Figure 1. Signal metal coverage by tile (run 1).
Scale: 6 px per um. 14 x 14 tiles, from dark purple (low) to yellow (high), scaled to the fullest tile. Values are wire area over tile area, all layers added.
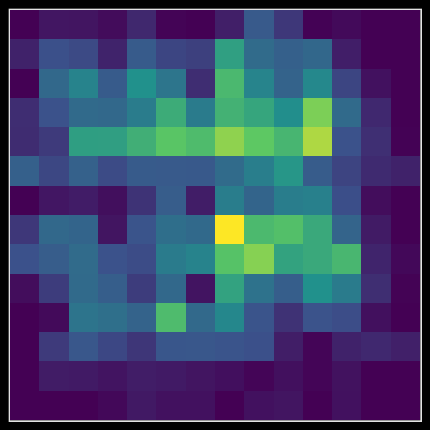
Figure 2. Power grid (run 1).
Scale: 6 px per um. Pins as bars on the die edge.
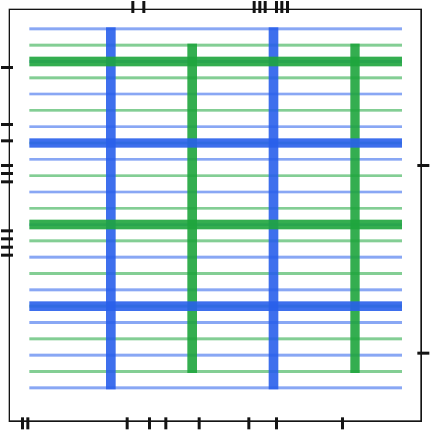
Figure 3. Register map, names as in the netlist (run 1).
Scale: 6 px per um. Other sequential cells in the stronger gray, the rest of the logic in the fainter gray.
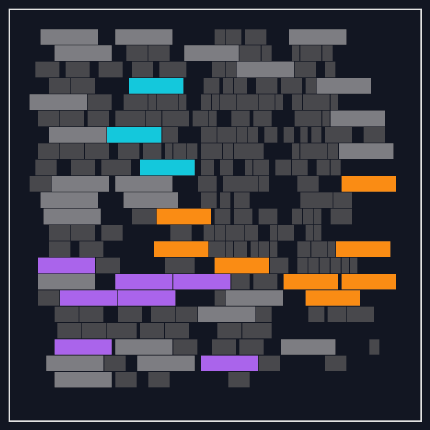
File: src/rtl/tf_spi_engine_if.sv
`default_nettype none
// ============================================================================
// Module      : tf_spi_engine_if
// Description : Byte-request handshake between the TF card register
//               controller (master) and the SPI byte engine (slave).
// Revision    : 1.0 - initial release
// ----------------------------------------------------------------------------
// Signals:
//   req        controller -> engine  start a byte transfer (sampled in IDLE)
//   tx_data    controller -> engine  byte to send, latched on accept
//   fast       controller -> engine  1 = fast half-period, 0 = slow
//   cs_assert  controller -> engine  1 = card selected (applied between bytes)
//   auto_rd    controller -> engine  read-ahead enable
//   rd_ack     controller -> engine  pulse: rx_data consumed
//   busy       engine -> controller  transfer in progress
//   done       engine -> controller  one-cycle pulse, rx_data valid
//   rx_data    engine -> controller  last received byte
// ============================================================================
interface tf_spi_engine_if;
  logic       req;
  logic [7:0] tx_data;
  logic       fast;
  logic       cs_assert;
  logic       auto_rd;
  logic       rd_ack;
  logic       busy;
  logic       done;
  logic [7:0] rx_data;

  modport master (
    output req, tx_data, fast, cs_assert, auto_rd, rd_ack,
    input  busy, done, rx_data
  );

  modport slave (
    input  req, tx_data, fast, cs_assert, auto_rd, rd_ack,
    output busy, done, rx_data
  );
endinterface
`default_nettype wire

File: src/rtl/tf_spi_engine.sv
`default_nettype none
// ============================================================================
// Module      : tf_spi_engine
// Description : Byte-level SPI master (mode 0, MSB first) driving the TF card
//               pins. One byte per request at a slow (card-init) or fast
//               SCLK rate; the received byte is returned with a one-cycle
//               done pulse. Chip-select only changes between bytes.
// Revision    : 1.0 - initial release
// ----------------------------------------------------------------------------
// Parameters:
//   HALF_SLOW  CLK cycles per SCLK half-period in slow mode (1..255)
//   HALF_FAST  CLK cycles per SCLK half-period in fast mode (1..255)
// Ports:
//   CLK        system clock, rising edge
//   RESET_n    asynchronous active-low reset
//   bus        tf_spi_engine_if.slave request/response handshake
//   SCLK, MOSI, CS_n  TF card output pins
//   MISO       TF card input pin
// Build option:
//   TF_SPI_READAHEAD_EN  when defined, rd_ack with auto_rd (and no req) in
//                        IDLE starts an 8'hFF transfer at the current fast
//                        value. When undefined auto_rd/rd_ack are ignored.
// ============================================================================
module tf_spi_engine #(
  parameter int HALF_SLOW = 34,
  parameter int HALF_FAST = 1
) (
  input  logic           CLK,
  input  logic           RESET_n,
  tf_spi_engine_if.slave bus,
  output logic           SCLK,
  output logic           MOSI,
  output logic           CS_n,
  input  logic           MISO
);

  localparam logic [1:0] ST_IDLE = 2'd0;
  localparam logic [1:0] ST_LOW  = 2'd1;
  localparam logic [1:0] ST_HIGH = 2'd2;

  localparam logic [7:0] C_SLOW_M1 = 8'(HALF_SLOW - 1);
  localparam logic [7:0] C_FAST_M1 = 8'(HALF_FAST - 1);

  logic [1:0] state_q,   state_d;
  logic [7:0] div_q,     div_d;
  logic [2:0] bit_q,     bit_d;
  logic [7:0] tx_sh_q,   tx_sh_d;
  logic [7:0] rx_sh_q,   rx_sh_d;
  logic [7:0] rx_data_q, rx_data_d;
  logic       fast_q,    fast_d;
  logic       sclk_q,    sclk_d;
  logic       mosi_q,    mosi_d;
  logic       cs_n_q,    cs_n_d;
  logic       busy_q,    busy_d;
  logic       done_q,    done_d;
  logic       miso_q,    miso_d;

  logic       w_start;
  logic [7:0] w_start_byte;
  logic [7:0] w_half_m1;
  logic [7:0] w_start_half_m1;
  logic [7:0] w_rx_next;

`ifdef TF_SPI_READAHEAD_EN
  // An explicit req always wins over a read-ahead and supplies its own byte.
  assign w_start      = bus.req | (bus.auto_rd & bus.rd_ack);
  assign w_start_byte = bus.req ? bus.tx_data : 8'hFF;
`else
  logic unused_readahead;
  assign unused_readahead = bus.auto_rd ^ bus.rd_ack;
  assign w_start          = bus.req;
  assign w_start_byte     = bus.tx_data;
`endif

  // Reload value for the transfer in flight, and for the one being started
  // (which must use the live fast input, not the stale latched copy).
  assign w_half_m1       = fast_q   ? C_FAST_M1 : C_SLOW_M1;
  assign w_start_half_m1 = bus.fast ? C_FAST_M1 : C_SLOW_M1;
  assign w_rx_next       = {rx_sh_q[6:0], miso_q};

  assign miso_d = MISO;

  always_comb begin
    state_d   = state_q;
    div_d     = div_q;
    bit_d     = bit_q;
    tx_sh_d   = tx_sh_q;
    rx_sh_d   = rx_sh_q;
    rx_data_d = rx_data_q;
    fast_d    = fast_q;
    sclk_d    = sclk_q;
    mosi_d    = mosi_q;
    cs_n_d    = cs_n_q;
    busy_d    = busy_q;
    done_d    = 1'b0;

    case (state_q)
      ST_IDLE: begin
        // CS tracks the request only while idle, so it never glitches mid-byte.
        cs_n_d = ~bus.cs_assert;
        if (w_start) begin
          state_d = ST_LOW;
          tx_sh_d = w_start_byte;
          mosi_d  = w_start_byte[7];
          fast_d  = bus.fast;
          bit_d   = 3'd7;
          busy_d  = 1'b1;
          sclk_d  = 1'b0;
          div_d   = w_start_half_m1;
        end
      end

      ST_LOW: begin
        if (div_q == 8'd0) begin
          state_d = ST_HIGH;
          sclk_d  = 1'b1;
          div_d   = w_half_m1;
        end else begin
          div_d = div_q - 8'd1;
        end
      end

      ST_HIGH: begin
        if (div_q == 8'd0) begin
          // Sample on the last CLK of the high phase using the registered MISO.
          rx_sh_d = w_rx_next;
          sclk_d  = 1'b0;
          if (bit_q == 3'd0) begin
            state_d   = ST_IDLE;
            mosi_d    = 1'b1;
            busy_d    = 1'b0;
            done_d    = 1'b1;
            rx_data_d = w_rx_next;
          end else begin
            state_d = ST_LOW;
            bit_d   = bit_q - 3'd1;
            tx_sh_d = {tx_sh_q[6:0], 1'b1};
            mosi_d  = tx_sh_q[6];
            div_d   = w_half_m1;
          end
        end else begin
          div_d = div_q - 8'd1;
        end
      end

      default: begin
        state_d = ST_IDLE;
      end
    endcase
  end

  always_ff @(posedge CLK or negedge RESET_n) begin
    if (!RESET_n) begin
      state_q   <= ST_IDLE;
      div_q     <= 8'd0;
      bit_q     <= 3'd0;
      tx_sh_q   <= 8'hFF;
      rx_sh_q   <= 8'hFF;
      rx_data_q <= 8'hFF;
      fast_q    <= 1'b0;
      sclk_q    <= 1'b0;
      mosi_q    <= 1'b1;
      cs_n_q    <= 1'b1;
      busy_q    <= 1'b0;
      done_q    <= 1'b0;
      miso_q    <= 1'b1;
    end else begin
      state_q   <= state_d;
      div_q     <= div_d;
      bit_q     <= bit_d;
      tx_sh_q   <= tx_sh_d;
      rx_sh_q   <= rx_sh_d;
      rx_data_q <= rx_data_d;
      fast_q    <= fast_d;
      sclk_q    <= sclk_d;
      mosi_q    <= mosi_d;
      cs_n_q    <= cs_n_d;
      busy_q    <= busy_d;
      done_q    <= done_d;
      miso_q    <= miso_d;
    end
  end

  assign SCLK        = sclk_q;
  assign MOSI        = mosi_q;
  assign CS_n        = cs_n_q;
  assign bus.busy    = busy_q;
  assign bus.done    = done_q;
  assign bus.rx_data = rx_data_q;

endmodule
`default_nettype wire

File: src/flat_wrapper.sv
// flat-port wrapper written by rule: the top's interface ports become plain ports
module tf_spi_engine_flat 
#(
  parameter int HALF_SLOW = 34,
  parameter int HALF_FAST = 1
)
  (CLK, RESET_n, SCLK, MOSI, CS_n, MISO, bus_req, bus_tx_data, bus_fast, bus_cs_assert, bus_auto_rd, bus_rd_ack, bus_busy, bus_done, bus_rx_data);
  tf_spi_engine_if bus_i ();
  input  logic CLK;
  input  logic RESET_n;
  output logic SCLK;
  output logic MOSI;
  output logic CS_n;
  input  logic MISO;
  input wire logic [$bits(bus_i.req)-1:0] bus_req;
  input wire logic [$bits(bus_i.tx_data)-1:0] bus_tx_data;
  input wire logic [$bits(bus_i.fast)-1:0] bus_fast;
  input wire logic [$bits(bus_i.cs_assert)-1:0] bus_cs_assert;
  input wire logic [$bits(bus_i.auto_rd)-1:0] bus_auto_rd;
  input wire logic [$bits(bus_i.rd_ack)-1:0] bus_rd_ack;
  output wire logic [$bits(bus_i.busy)-1:0] bus_busy;
  output wire logic [$bits(bus_i.done)-1:0] bus_done;
  output wire logic [$bits(bus_i.rx_data)-1:0] bus_rx_data;
  assign bus_i.req = bus_req;
  assign bus_i.tx_data = bus_tx_data;
  assign bus_i.fast = bus_fast;
  assign bus_i.cs_assert = bus_cs_assert;
  assign bus_i.auto_rd = bus_auto_rd;
  assign bus_i.rd_ack = bus_rd_ack;
  assign bus_busy = bus_i.busy;
  assign bus_done = bus_i.done;
  assign bus_rx_data = bus_i.rx_data;
  tf_spi_engine #(.HALF_SLOW(HALF_SLOW), .HALF_FAST(HALF_FAST)) u_core (.CLK(CLK), .RESET_n(RESET_n), .bus(bus_i), .SCLK(SCLK), .MOSI(MOSI), .CS_n(CS_n), .MISO(MISO));
endmodule
File: config.mk
export PLATFORM = sky130hd
export DESIGN_NAME = tf_spi_engine_flat
export DESIGN_NICKNAME = d
export VERILOG_FILES = /design/src/rtl/tf_spi_engine_if.sv /design/src/rtl/tf_spi_engine.sv /design/src/flat_wrapper.sv
export SDC_FILE = /design/constraint.sdc
export NUM_CORES = 1
export LEC_CHECK = 0
export CORE_MARGIN = 3
export CORE_UTILIZATION = 54
export DETAILED_ROUTE_END_ITERATION = 7
export PLACE_DENSITY = 0.79
export REMOVE_ABC_BUFFERS = 1
export SLEW_MARGIN = 20
export SYNTH_ARGS = -nofsm -noshare
export SYNTH_HDL_FRONTEND = slang
export SYNTH_SLANG_ARGS = --single-unit
File: constraint.sdc
create_clock -name CLK -period 2.79 [get_ports CLK]
set_input_delay 0.558 -clock CLK [delete_from_list [all_inputs] [get_ports CLK]]
set_output_delay 0.558 -clock CLK [all_outputs]
set_load 0.03 [all_outputs]
==> flow_metrics.env, run 1 <==
# implementation run metrics
export IMPL_status="completed"
export IMPL_top_usage_layer="met2"
export IMPL_gr_usage_met2_pct=31.94
export IMPL_ctsResizeCount=0
export IMPL_common_cells="25 x dfstp_2, 23 x mux2_2, 17 x dfrtp_1, 11 x a21oi_1, 11 x inv_1"
export IMPL_antenna_found_initial=0
export IMPL_ys_chip_area_mm2=0.002103
export IMPL_grt_pass1_vias=1460
export IMPL_num_multi_input_gates=118
export IMPL_dominant_cells="flip-flops and latches"
export IMPL_layout_drive_gt1_share_pct=32.70
export IMPL_fin_util_pct=68.11
export IMPL_ys_cells=177
export IMPL_buf_share_pct=11.86
export IMPL_dp_cells=251
export IMPL_clk_latency_ps=290
export IMPL_lay_top_cells="25 x clkdlybuf4s50_1, 25 x dfstp_2, 23 x mux2_2"
export IMPL_chip_area_mm2=0.004680
export IMPL_gp_congestion=0.9291
export IMPL_drt_iter0_drc=134
export IMPL_grt_pass1_wl_um=6589
export IMPL_r2r_end="u_core.div_q[5]$_DFFE_PN0P_"
export IMPL_xor_area_share_pct=0
export IMPL_postRouteAntennaNets=0
Back to the opening pictures, Figure 1:
fullest tile: 0.56
tiles over half the peak: 14%
nearly empty tiles: 16%
Routed WL: 4113 um
total global routing track utilization: 19.10%
via count: 1524
wire per inst: 15.88 um

Back to the opening pictures, Figure 2:
legend:
  VDD:
    color: green
  VSS:
    color: blue
met4 straps: 4
met5 straps: 4

Back to the opening pictures, Figure 3:
legend:
  u_core.bit_q:
    color: cyan
    sequential_cells: 3
  u_core.div_q:
    color: orange
    sequential_cells: 8
  u_core.rx_sh_q:
    color: purple
    sequential_cells: 7
not colored: 24

==> run 1: sequential cells by signal, indices dropped and copies added, names as in the netlist <==
name / flops
u_core.state_q: 2
u_core.tx_sh_q: 7
u_core.miso_q: 1
u_core.bus.busy: 1
u_core.rx_sh_q: 7
u_core.fast_q: 1
u_core.MOSI: 1
u_core.SCLK: 1
u_core.div_q: 8
u_core.bus.rx_data: 8
u_core.CS_n: 1
u_core.bit_q: 3
u_core.bus.done: 1
==> run 1: critical path, delay by kind of cell (launching register included) <==
family                     cells  cell delay [ps]
and+or+nand+nor                1              630
adders and majority gates      1              240
muxes                          1              380
AOI/OAI and AO/OA              2              530
DFF                            1              400
buffers and inverters          1               90
Figure 4. Cell outlines without signal wires (run 1).
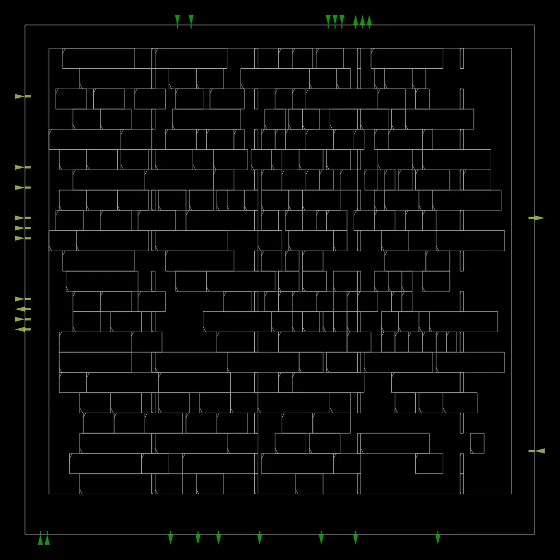

==> inputs of run 2 (changes only) <==
- CORE_UTILIZATION: 54 -> 35
- PLACE_DENSITY: 0.79 -> not set
Figure 5. Cell outlines without signal wires (run 2).
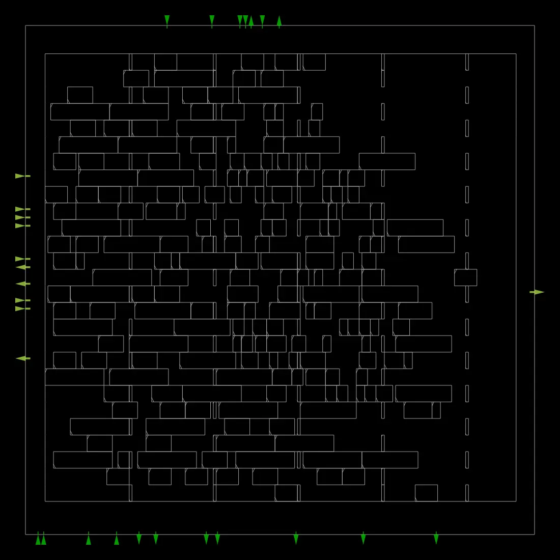
post-layout util: 45.06%
row count: 27
Seq cells: 42
Core Region: 0.005675 mm2

Figure 6. Drive-strength map (run 2).
Scale: 3 px per um.
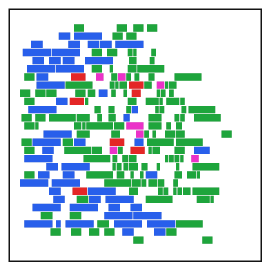
legend:
  drive 6 and up:
    color: red
    cells: 7
    share: 3.3%
    most_used: clkbuf_8
  drive 2:
    color: blue
    cells: 54
    share: 26%
    most_used: dfstp_2
  drive 3 to 4:
    color: magenta
    cells: 7
    share: 3.3%
    most_used: buf_4
  drive 1 or less:
    color: green
    cells: 143
    share: 68%
    most_used: clkdlybuf4s50_1

==> flow_metrics.env, run 2 <==
# implementation run metrics
export IMPL_antenna_found_initial=0
export IMPL_gp_congestion=0.7863
export IMPL_grt_pass1_vias=1484
export IMPL_comb_power_share_pct=2.8
export IMPL_grt_use_total_pct=12.89
export IMPL_netlist_area_mm2=0.002103
export IMPL_r2r_end="u_core.div_q[5]$_DFFE_PN0P_"
export IMPL_vias=1471
export IMPL_layout_drive_gt1_share_pct=32.23
export IMPL_status="completed"
export IMPL_reg2reg_slack_ps=450
export IMPL_layout_cells_non_filler=283
export IMPL_timing_rr_start="u_core.div_q[0]$_DFFE_PN0P_"
export IMPL_clk_latency_ps=300
export IMPL_gr_usage_met2_pct=18.88
export IMPL_drt_total_wl_um=4160
export IMPL_xor_area_share_pct=0
export IMPL_top_usage_layer="met2"
export IMPL_dp_cells=275
export IMPL_synth_distinct_cells=43
export IMPL_met3WireLength_um=134
export IMPL_max_slew_margin_pct=40.34
export IMPL_grt_pass1_wl_um=7369
export IMPL_r2r_cells=6
export IMPL_crit_path_start_kind="flip-flop"
export IMPL_top_logic_kind="multiplexers"
export IMPL_cts_sinks=42
export IMPL_core_util_floorplan_pct=37.06
export IMPL_lay_top_cells="25 x clkdlybuf4s50_1, 25 x dfstp_2, 23 x mux2_2"
export IMPL_chip_area_mm2=0.006976
export IMPL_drt_iter0_drc=87
export IMPL_ys_cells=177
export IMPL_critical_path_class="reg -> reg"
export IMPL_drc=0
export IMPL_ctsResizeCount=0
export IMPL_wl_per_cell_um=14.70
export IMPL_ys_chip_area_mm2=0.002103
export IMPL_postRouteAntennaNets=0
run 2: cell counts after synthesis:
Identical to the previous run, type by type.
run 2: logic make-up (layout without fill, tap and decap cells):
family	Yosys count	in the layout
buffers and inverters	17	51
adders and majority gates	7	7
AOI/OAI and AO/OA	44	44
DFF	42	42
muxes	33	33
and+or+nand+nor	34	34
run 2: critical path: cells and delay by family (launching register included):
| family | cells | cell delay [ps] |
|---|---|---|
| simple gates | 1 | 630 |
| compound gates | 2 | 510 |
| flops | 1 | 390 |
| mux | 1 | 370 |
| fa+ha+maj | 1 | 230 |
| buf+inv | 1 | 90 |
run 2: cell type report:
class,count,area (um2)
clock buffers,7,86.33
clock inverters,1,8.758
multi-input cells,118,948.4
inverters,11,41.29
flip-flops and latches,42,1082
fillers,569,3118
well taps,72,90.09
repair buffers,32,300.3
